==> run_1/port_nets.png <==
(3 px per µm)
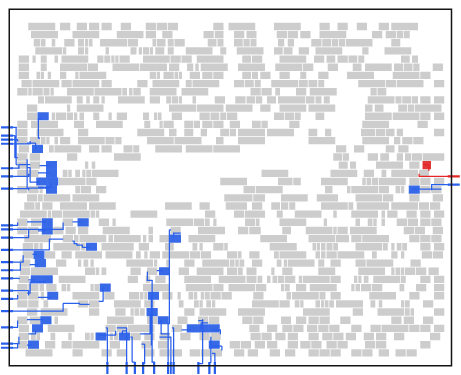
==> run_1/clock_map.png <==
(3 px per µm)
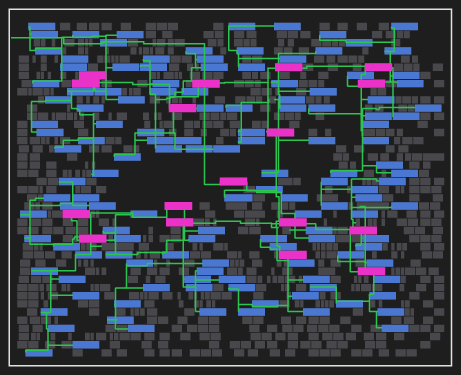
==> run_1/wire_density.png <==
(2 px per µm) The die is cut into 29 by 24 equal tiles; white is low, dark blue is high, scaled to the fullest tile. Values are wire area over tile area, all layers added.
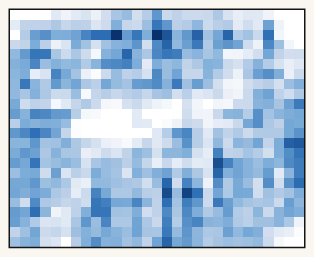
<file path="config.mk">
export PLATFORM = sky130hd
export DESIGN_NAME = dm_arbiter
export DESIGN_NICKNAME = d
export VERILOG_FILES = /design/src/rtl/dm_arbiter.sv
export SDC_FILE = /design/constraint.sdc
export NUM_CORES = 1
export LEC_CHECK = 0
export ABC_CLOCK_PERIOD_IN_PS = 4500
export CAP_MARGIN = 5
export CORE_ASPECT_RATIO = 0.8
export CORE_MARGIN = 2
export CORE_UTILIZATION = 36
export CTS_CLUSTER_DIAMETER = 80
export DETAILED_ROUTE_END_ITERATION = 16
export PLACE_DENSITY_LB_ADDON = 0.12
export SETUP_SLACK_MARGIN = 0.4
export SYNTH_ARGS = -nofsm -noshare
export SYNTH_HDL_FRONTEND = slang
export SYNTH_SLANG_ARGS = --single-unit
export TNS_END_PERCENT = 10
</file>
<file path="constraint.sdc">
create_clock -name clk -period 4.5 [get_ports clk]
set_input_delay 0.675 -clock clk [delete_from_list [all_inputs] [get_ports clk]]
set_output_delay 0.675 -clock clk [all_outputs]
set_load 0.1 [all_outputs]
</file>
<file path="src/rtl/dm_arbiter.sv">
// Two-port round-robin arbiter in front of a single data memory.
// Each access takes IDLE-sample, SERVE and ACK cycles; out-of-range addresses return ERR_CODE.
module dm_arbiter #(
  parameter int unsigned DEPTH    = 100,
  parameter logic [31:0] ERR_CODE = 32'h0000DEAD
) (
  input  logic        clk,
  input  logic        rst,
  input  logic        p0_req,
  input  logic        p0_we,
  input  logic [31:0] p0_addr,
  input  logic [31:0] p0_wdata,
  output logic        p0_ack,
  output logic [31:0] p0_rdata,
  output logic        p0_err,
  input  logic        p1_req,
  input  logic        p1_we,
  input  logic [31:0] p1_addr,
  input  logic [31:0] p1_wdata,
  output logic        p1_ack,
  output logic [31:0] p1_rdata,
  output logic        p1_err,
  output logic        dm_memwrite,
  output logic [31:0] dm_addr,
  output logic [31:0] dm_wd,
  input  logic [31:0] dm_rd,
  output logic        busy
);

  typedef enum logic [1:0] {IDLE, SERVE, ACK} state_t;

  localparam logic [31:0] DEPTH_W = 32'(DEPTH);

  state_t      state_q, state_d;
  logic        last_grant_q, last_grant_d;
  logic        gid_q, gid_d;
  logic        we_q, we_d;
  logic [31:0] addr_q, addr_d;
  logic [31:0] wdata_q, wdata_d;
  logic [31:0] p0_rdata_q, p0_rdata_d;
  logic        p0_err_q, p0_err_d;
  logic [31:0] p1_rdata_q, p1_rdata_d;
  logic        p1_err_q, p1_err_d;
  logic        grant;
  logic        in_range;

  assign in_range = (addr_q < DEPTH_W);

  always_comb begin
    state_d      = state_q;
    last_grant_d = last_grant_q;
    gid_d        = gid_q;
    we_d         = we_q;
    addr_d       = addr_q;
    wdata_d      = wdata_q;
    p0_rdata_d   = p0_rdata_q;
    p0_err_d     = p0_err_q;
    p1_rdata_d   = p1_rdata_q;
    p1_err_d     = p1_err_q;
    grant        = 1'b0;
    case (state_q)
      IDLE: begin
        if (p0_req || p1_req) begin
          // On contention the port that was not served last wins.
          grant        = (p0_req && p1_req) ? ~last_grant_q : p1_req;
          gid_d        = grant;
          last_grant_d = grant;
          we_d         = grant ? p1_we    : p0_we;
          addr_d       = grant ? p1_addr  : p0_addr;
          wdata_d      = grant ? p1_wdata : p0_wdata;
          state_d      = SERVE;
        end
      end
      SERVE: begin
        state_d = ACK;
        if (gid_q) begin
          p1_rdata_d = in_range ? dm_rd : ERR_CODE;
          p1_err_d   = ~in_range;
        end else begin
          p0_rdata_d = in_range ? dm_rd : ERR_CODE;
          p0_err_d   = ~in_range;
        end
      end
      ACK:     state_d = IDLE;
      default: state_d = IDLE;
    endcase
  end

  always_ff @(posedge clk or posedge rst) begin
    if (rst) begin
      state_q      <= IDLE;
      last_grant_q <= 1'b1;
      gid_q        <= 1'b0;
      we_q         <= 1'b0;
      addr_q       <= '0;
      wdata_q      <= '0;
      p0_rdata_q   <= '0;
      p0_err_q     <= 1'b0;
      p1_rdata_q   <= '0;
      p1_err_q     <= 1'b0;
    end else begin
      state_q      <= state_d;
      last_grant_q <= last_grant_d;
      gid_q        <= gid_d;
      we_q         <= we_d;
      addr_q       <= addr_d;
      wdata_q      <= wdata_d;
      p0_rdata_q   <= p0_rdata_d;
      p0_err_q     <= p0_err_d;
      p1_rdata_q   <= p1_rdata_d;
      p1_err_q     <= p1_err_d;
    end
  end

  // Memory-side and ack outputs decode straight from state so reset clears them at once.
  assign dm_memwrite = (state_q == SERVE) && we_q && in_range;
  assign dm_addr     = addr_q;
  assign dm_wd       = wdata_q;
  assign busy        = (state_q != IDLE);
  assign p0_ack      = (state_q == ACK) && !gid_q;
  assign p1_ack      = (state_q == ACK) && gid_q;
  assign p0_rdata    = p0_rdata_q;
  assign p0_err      = p0_err_q;
  assign p1_rdata    = p1_rdata_q;
  assign p1_err      = p1_err_q;

endmodule

</file>
==> ci_impl_report.md, run 1 <==
## Synthesis and layout report

| Metric | Value |
|---|---|
| Minimum setup slack after placement | 1310 ps |
| Tally of unique sky130hd cells used after synthesis | 28 |
| Most frequent logic cell in the layout | sky130_fd_sc_hd__clkdlybuf4s50_1 |
| Row Count | 41 |
| Uppermost layer routed | met4 |
| Detailed-placement wirelength estimate | 12400 µm |
| Antenna Violating Nets Remaining | 0 |
| Post-detailed-route DRC marker count | 0 |
| Via-to-Cell Ratio | 4.79 |
| Fa+ha+maj area frac | 0% |
| Initial drt markers | 273 |
| Areal power density over the cells | 720 mW/mm² |
| Final critical-path setup slack | 899 ps |
| Yosys Instances | 540 |
| Register-to-Register Path Depth | 5 |
| Slew Viols, Final | 0 |
| Number of top-level pins | 300 |
| Met2 layer usage reported by global route | 35.1% |
| Final Hold Violation Tally | 0 |
| Run status | finished clean |
| Die Span X | 147 µm |
| Beginning of the critical path | dm_addr[25]$_DFFE_PP0P_ |
| Dpl cell area | 0.00906 mm² |
| Post-Layout Cell Count | 1050 |
| Overall via count from detail_route | 5034 |
| CTS tree | built |
| Fin Setup TNS | 0 ps |
| Endpoint of the lowest-slack register-to-register path | p0_rdata[29]$_DFFE_PP0P_ |
| Xor and xnor area share after synthesis | 0% |
| Total tool warning count | 28 |
| Routed WL | 17300 µm |
| # nets final | 988 |
| VDD IR-drop max | 0.547 mV |
| Critical Path End | dm_memwrite |
| CP Data Required Time | 3830 ps |
| Global-route usage over all layers | 20.5% |
| Initial antenna violation count | 0 |
| Largest family of logic cells by area | AND-OR/OR-AND gates |
| Area fraction in and, or, nand and nor cells | 12.2% |
| Met1 capacity usage during global routing | 23.8% |
| Reg-to-reg setup timing slack | 2210 ps |
| Cell count after placement | 1018 |
| Least-Margin Pin Slew | 1060 ps |
| Number of sinks on the clock net | 135 |
| Worst slack on hold paths | 507 ps |
| # setup viols final | 0 |
| Total cell area reported by yosys after synthesis | 0.00589 mm² |
| Data arrival time of the critical path | 2930 ps |
| Number of gates given a new drive strength after cts | 0 |
| Register share after synthesis | 57.4% |
| Filler cell count in the final layout | 1326 |
| Nets in the synthesized netlist | 706 |
| Number of buffers on the longest clock path | 2 |
| Average wire per standard cell | 16.4 µm |
| Global-route met3 utilization | 7.88% |
| Fraction of final layout cells with drive strength greater than 1 | 10.7% |
| Worst slew margin relative to its limit | 29.1% |
| Hold WC Path Type | reg -> reg |
| Post-synth mux share | 11.4% |
| Yosys Warn Count | 0 |
| Number of iterations in the first detailed-routing pass | 5 |
| Floorplan die area | 0.0174 mm² |
| Final worst clock skew | 9.45 ps |
| Total congestion overflow | 0 |
-- port_nets.png (at the start) --
red -> `rst`  # bits 1, direction input, edge east, end cells 1, wire 15.1 µm
blue -> `p1_wdata`  # bits 32, direction input, edge 20 west, 11 south, 1 east, end cells 32, wire 542 µm

-- clock_map.png (at the start) --
blue -> flip-flops  # count 135
magenta -> cells driving clock nets  # count 17
green -> clock wires  # length 1830 µm
flops lie = spread over the die
routed clock nets = 18

-- wire_density.png (at the start) --
nearly empty tiles = 5.9%
fullest tile = 0.45
mean over tiles = 0.16

==> run 1: worst min path at each step <==
stage,to,slack [ps],depth (start not counted)
finish,state_q[1]$_DFFE_PP0P_,510,1
global placement,state_q[1]$_DFFE_PP0P_,490,1
detailed placement,state_q[1]$_DFFE_PP0P_,500,1
global route,state_q[1]$_DFFE_PP0P_,540,1
floorplan,state_q[1]$_DFFE_PP0P_,450,1
CTS,state_q[1]$_DFFE_PP0P_,510,1
==> run 1: cells in the mapped netlist <==
| library cell | count | area, µm² |
|---|---|---|
| sky130_fd_sc_hd__or2_2 | 1 | 6.26 |
| sky130_fd_sc_hd__inv_1 | 12 | 45.0 |
| sky130_fd_sc_hd__dfrtp_1 | 134 | 3350 |
| sky130_fd_sc_hd__nor3b_1 | 1 | 7.51 |
| sky130_fd_sc_hd__nor3_2 | 1 | 10.0 |
| sky130_fd_sc_hd__mux2i_1 | 65 | 651 |
| sky130_fd_sc_hd__mux2_2 | 2 | 22.5 |
| sky130_fd_sc_hd__nor2b_1 | 44 | 275 |
| sky130_fd_sc_hd__a21boi_1 | 1 | 7.51 |
| sky130_fd_sc_hd__nor4_1 | 6 | 37.5 |
| sky130_fd_sc_hd__and3b_1 | 1 | 8.76 |
| sky130_fd_sc_hd__a31o_2 | 41 | 359 |
| sky130_fd_sc_hd__a31o_1 | 1 | 8.76 |
| sky130_fd_sc_hd__buf_1 | 1 | 3.75 |
| sky130_fd_sc_hd__clkbuf_1 | 11 | 41.3 |
| sky130_fd_sc_hd__nand4_1 | 1 | 6.26 |
| sky130_fd_sc_hd__a21oi_1 | 67 | 335 |
| sky130_fd_sc_hd__dfstp_2 | 1 | 26.3 |
| sky130_fd_sc_hd__a31oi_1 | 22 | 138 |
| sky130_fd_sc_hd__buf_4 | 6 | 45.0 |
| sky130_fd_sc_hd__nor3_1 | 1 | 5.00 |
| sky130_fd_sc_hd__and2_1 | 1 | 6.26 |
| sky130_fd_sc_hd__nand2_1 | 1 | 3.75 |
| sky130_fd_sc_hd__nand3_1 | 1 | 5.00 |
| sky130_fd_sc_hd__nor2_2 | 1 | 6.26 |
| sky130_fd_sc_hd__buf_2 | 24 | 120 |
| sky130_fd_sc_hd__o311a_1 | 1 | 10.0 |
| sky130_fd_sc_hd__nor2_1 | 91 | 342 |
==> run 1: final cells by class <==
type	instances	area (µm²)	share of cell area, %
inverters	12	48.8	0.506
well taps	215	269	2.79
clock inverters	13	131	1.36
multi-input cells	351	2290	23.8
repair buffers	305	3080	31.9
clock buffers	19	443	4.60
flip-flops and latches	135	3380	35.1
==> run 1: registers in the layout, summed over array words and instances, names as in the netlist <==
signal / count
dm_addr: 32
dm_wd: 32
gid_q: 1
last_grant_q: 1
p0_err: 1
p0_rdata: 32
p1_err: 1
p1_rdata: 32
state_q: 2
we_q: 1
==> run 1: critical path: cells and delay by family (launching register included) <==
family	cells	cell delay [ps]
simple gates	3	910
flops	1	400
buf+inv	1	1200
==> run 1: report_power, final <==
part	total (µW)	switching (µW)	internal (µW)	leakage, µW
clock network	1350	528	826	0.000282
logic	3850	2950	898	0.00223
registers	1730	203	1530	0.00156
--- run 2 (diff from run 1) ---
- ABC_CLOCK_PERIOD_IN_PS: 4500 -> 3100
- clock period: 4.5 -> 3.1 ns (I/O delays scaled with it)
==> run 2 against run 1 <==
Sequential share of layout area up 0.83 points. Register-to-register slack worse by 1300 ps. Critical path depth unchanged. Core utilization down 1.4 points. Global-route usage down 0.38 points. Clock power up 59%. Setup slack worse by 310 ps. Design area down 2.3%. Synthesized cell count unchanged. Die area unchanged. Worst hold slack better by 19 ps. Critical path type unchanged. Highest routed layer unchanged.
==> ci_impl_report.md, run 2 <==
## Synthesis and layout report

| Metric | Value |
|---|---|
| Overall via count from detail_route | 5093 |
| Cell type with the highest aggregate area in the netlist | sky130_fd_sc_hd__dfrtp_1 |
| Clock root buffer | sky130_fd_sc_hd__clkbuf_16 |
| Wire length of the first global-routing pass | 27600 µm |
| Register share after synthesis | 57.4% |
| # nets final | 992 |
| Hold WC Path Type | reg -> reg |
| VDD IR-drop max | 0.959 mV |
| Nets in the synthesized netlist | 706 |
| Via-to-Cell Ratio | 4.83 |
| Cell count after placement | 1022 |
| Post-CTS setup buffer count | 0 |
| Leakage power summed over all cells | 0.00424 µW |
| Most common library cells after synthesis | sky130_fd_sc_hd__dfrtp_1 (134), sky130_fd_sc_hd__nor2_1 (91), sky130_fd_sc_hd__a21oi_1 (67) |
| Antenna Violating Nets Remaining | 0 |
| Most frequent logic cell in the layout | sky130_fd_sc_hd__clkdlybuf4s50_1 |
| Number of enable flip-flop cells | 0 |
| Slew Viols, Final | 0 |
| Areal power density over the cells | 1080 mW/mm² |
| Kind of critical path | reg -> out |
| Least-Margin Pin Slew | 704 ps |
| Number of global-route vias before repair | 5269 |
| Routed WL | 17300 µm |
| Core region area | 0.0159 mm² |
| Clock insertion delay at the later pin of the skew report | 420 ps |
| Initial antenna violation count | 0 |
| Minimum setup slack after placement | 925 ps |
| Global-route usage over all layers | 20.1% |
| Number of buffers on the longest clock path | 2 |
| Yosys Warn Count | 0 |
| Tally of unique sky130hd cells used after synthesis | 28 |
| Run status | finished clean |
| Commonest cells after routing, fill and taps aside | sky130_fd_sc_hd__clkdlybuf4s50_1 (165), sky130_fd_sc_hd__buf_4 (139), sky130_fd_sc_hd__dfrtp_1 (134), sky130_fd_sc_hd__nor2_1 (91), sky130_fd_sc_hd__a21oi_1 (67) |
| Crit path capture type | primary output |
| # setup viols final | 0 |
| Total tool warning count | 27 |
| Synth area leaders | sky130_fd_sc_hd__dfrtp_1 (57%), sky130_fd_sc_hd__mux2i_1 (11%), sky130_fd_sc_hd__a31o_2 (6.1%) |
| Post-Syn Area | 0.00589 mm² |
| Fin Setup TNS | 0 ps |
| Cell area after layout | 0.00941 mm² |
| Data arrival time of the critical path | 2050 ps |
| Initial drt markers | 283 |
| Total CTS buffers | 17 |
| Number of gates given a new drive strength after cts | 0 |
| Share of Yosys cell area claimed by the top area cell type | 57.0% |
| MaxCap Viol Count | 0 |
| Worst slew margin relative to its limit | 53.1% |
| Total congestion overflow | 0 |
| Utilization of the core after routing | 59.2% |
| Average wire per standard cell | 16.4 µm |
| Number of sinks on the clock net | 135 |
| Row Count | 41 |
| Final worst clock skew | 12.5 ps |
| Signed area change from the synthesized netlist to the final layout | 59.9% |
| Number of iterations in the first detailed-routing pass | 6 |
| Number of top-level pins | 300 |
| Final Hold Violation Tally | 0 |
| Total cell area reported by yosys after synthesis | 0.00589 mm² |
| Synth Area per Inst | 10.9 µm² |
| Die Span X | 147 µm |
| CP Data Required Time | 2630 ps |
| Post-Layout Cell Count | 1054 |
| Final critical-path setup slack | 584 ps |
| Hold_buf cts | 0 |
| CTS tree | built |
| Achievable clock frequency | 0.397 GHz |
| Synth async-reset ratio | 100% |
| Maximum number of pins on one net before global-route repair | 76 |
| Most common flop cell mapped by yosys | sky130_fd_sc_hd__dfrtp_1 |
| Yosys Instances | 540 |
| Most frequent cell after synthesis | sky130_fd_sc_hd__dfrtp_1 |
| Overall die height | 118 µm |
| Post-detailed-route DRC marker count | 0 |
| Detailed-placement wirelength estimate | 12400 µm |
| Clock transition time at the flip-flop clock pins of the worst setup and hold paths | 60 ps |
| Dpl cell area | 0.00878 mm² |
| Fraction of final layout cells with drive strength greater than 1 | 27.1% |
| Floorplan die area | 0.0174 mm² |
-- run 2: cell count changes in the layout (fill, tap and decap cells not counted), sizes merged --
cell	change
clkinvlp	+1
clkdlybuf4s50	-134
clkbuf	+1
bufinv	+2
clkinv	-4
buf	+138
-- run 2: cell type report --
class                   instances  area [µm²]
fillers                      1362        6490
flip-flops and latches        135        3380
repair buffers                309        2800
multi-input cells             351        2290
clock buffers                  20         457
well taps                     215         269
clock inverters                12         175
inverters                      12        48.8
-- run 2: per-stage QoR --
stage	hold WS (ps)	total power (µW)
3_3_place_gp	508	7980
3_5_place_dp	521	8050
5_1_grt	552	10600
4_1_cts	534	10200
2_1_floorplan	451	6670
6_report	526	10100
-- run 2: final timing paths --
path                                    startpoint                        to  slack [ps]  depth (start not counted)
setup / recovery           dm_addr[25]$_DFFE_PP0P_               dm_memwrite         580                          4
hold / removal                  p1_err$_DFFE_PP0P_        p1_err$_DFFE_PP0P_         530                          2
setup reg to reg           dm_addr[25]$_DFFE_PP0P_  p0_rdata[12]$_DFFE_PP0P_         890                          5
hold reg to reg                 p1_err$_DFFE_PP0P_        p1_err$_DFFE_PP0P_         530                          2
max in group asynchronous                      rst  p1_rdata[27]$_DFFE_PP0P_        2160                          3
min in group asynchronous                      rst   dm_addr[24]$_DFFE_PP0P_         590                          3
-- run 2: logic make-up (layout without fill, tap and decap cells) --
logic type / after synthesis / after routing / synth area share (%)
buffers and inverters: 54 / 353 / 4.34
multiplexers: 67 / 67 / 11.4
flip-flops: 135 / 135 / 57.4
AND-OR/OR-AND: 133 / 133 / 14.6
AND/OR/NAND/NOR: 151 / 151 / 12.2
-- run 2: where the power goes --
part           switching [µW]  internal [µW]  total (µW)  leakage (µW)
Sequential                319           2220        2540       0.00156
Combinational            4260           1190        5440       0.00238
Clock                     755           1390        2140      0.000302
-- run 2: per-layer routing --
layer	part of all wire [%]	wire [µm]	track usage [%]	vias to the layer above
li1	-	-	-	2463
met1	39	6720	22.5	2436
met2	52	9040	35.7	170
met3	6.8	1180	6.87	24
met4	2.2	381	7.39	0
met5	0	0	0	-
-- run 2: critical path: stages, from the launching register on --
cell and delay, ps:
sky130_fd_sc_hd__dfrtp_1 400, sky130_fd_sc_hd__nor4_1 350, sky130_fd_sc_hd__nand4_1 240, sky130_fd_sc_hd__nor4_2 320
sky130_fd_sc_hd__buf_4 340
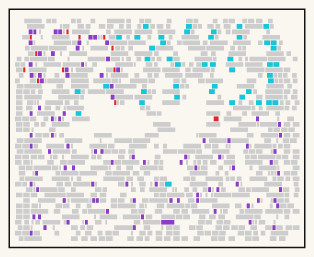
(run_2/gate_families.png)
(2 px per µm)
cyan -> AND-OR and OR-AND gates  # cells 43, most used a31o_2
purple -> inverting AOI/OAI gates  # cells 90, most used a21oi_1, where spread over the die
red -> inverters  # cells 12, most used inv_1, where north-west

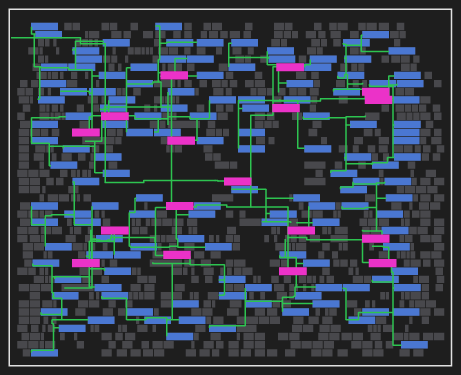
(run_2/clock_map.png)
(3 px per µm)
blue -> flip-flops  # count 135
magenta -> cells driving clock nets  # count 17
green -> clock wires  # length 1780 µm
flops lie = spread over the die
routed clock nets = 18

Power is estimated from default activity; no workload was simulated.
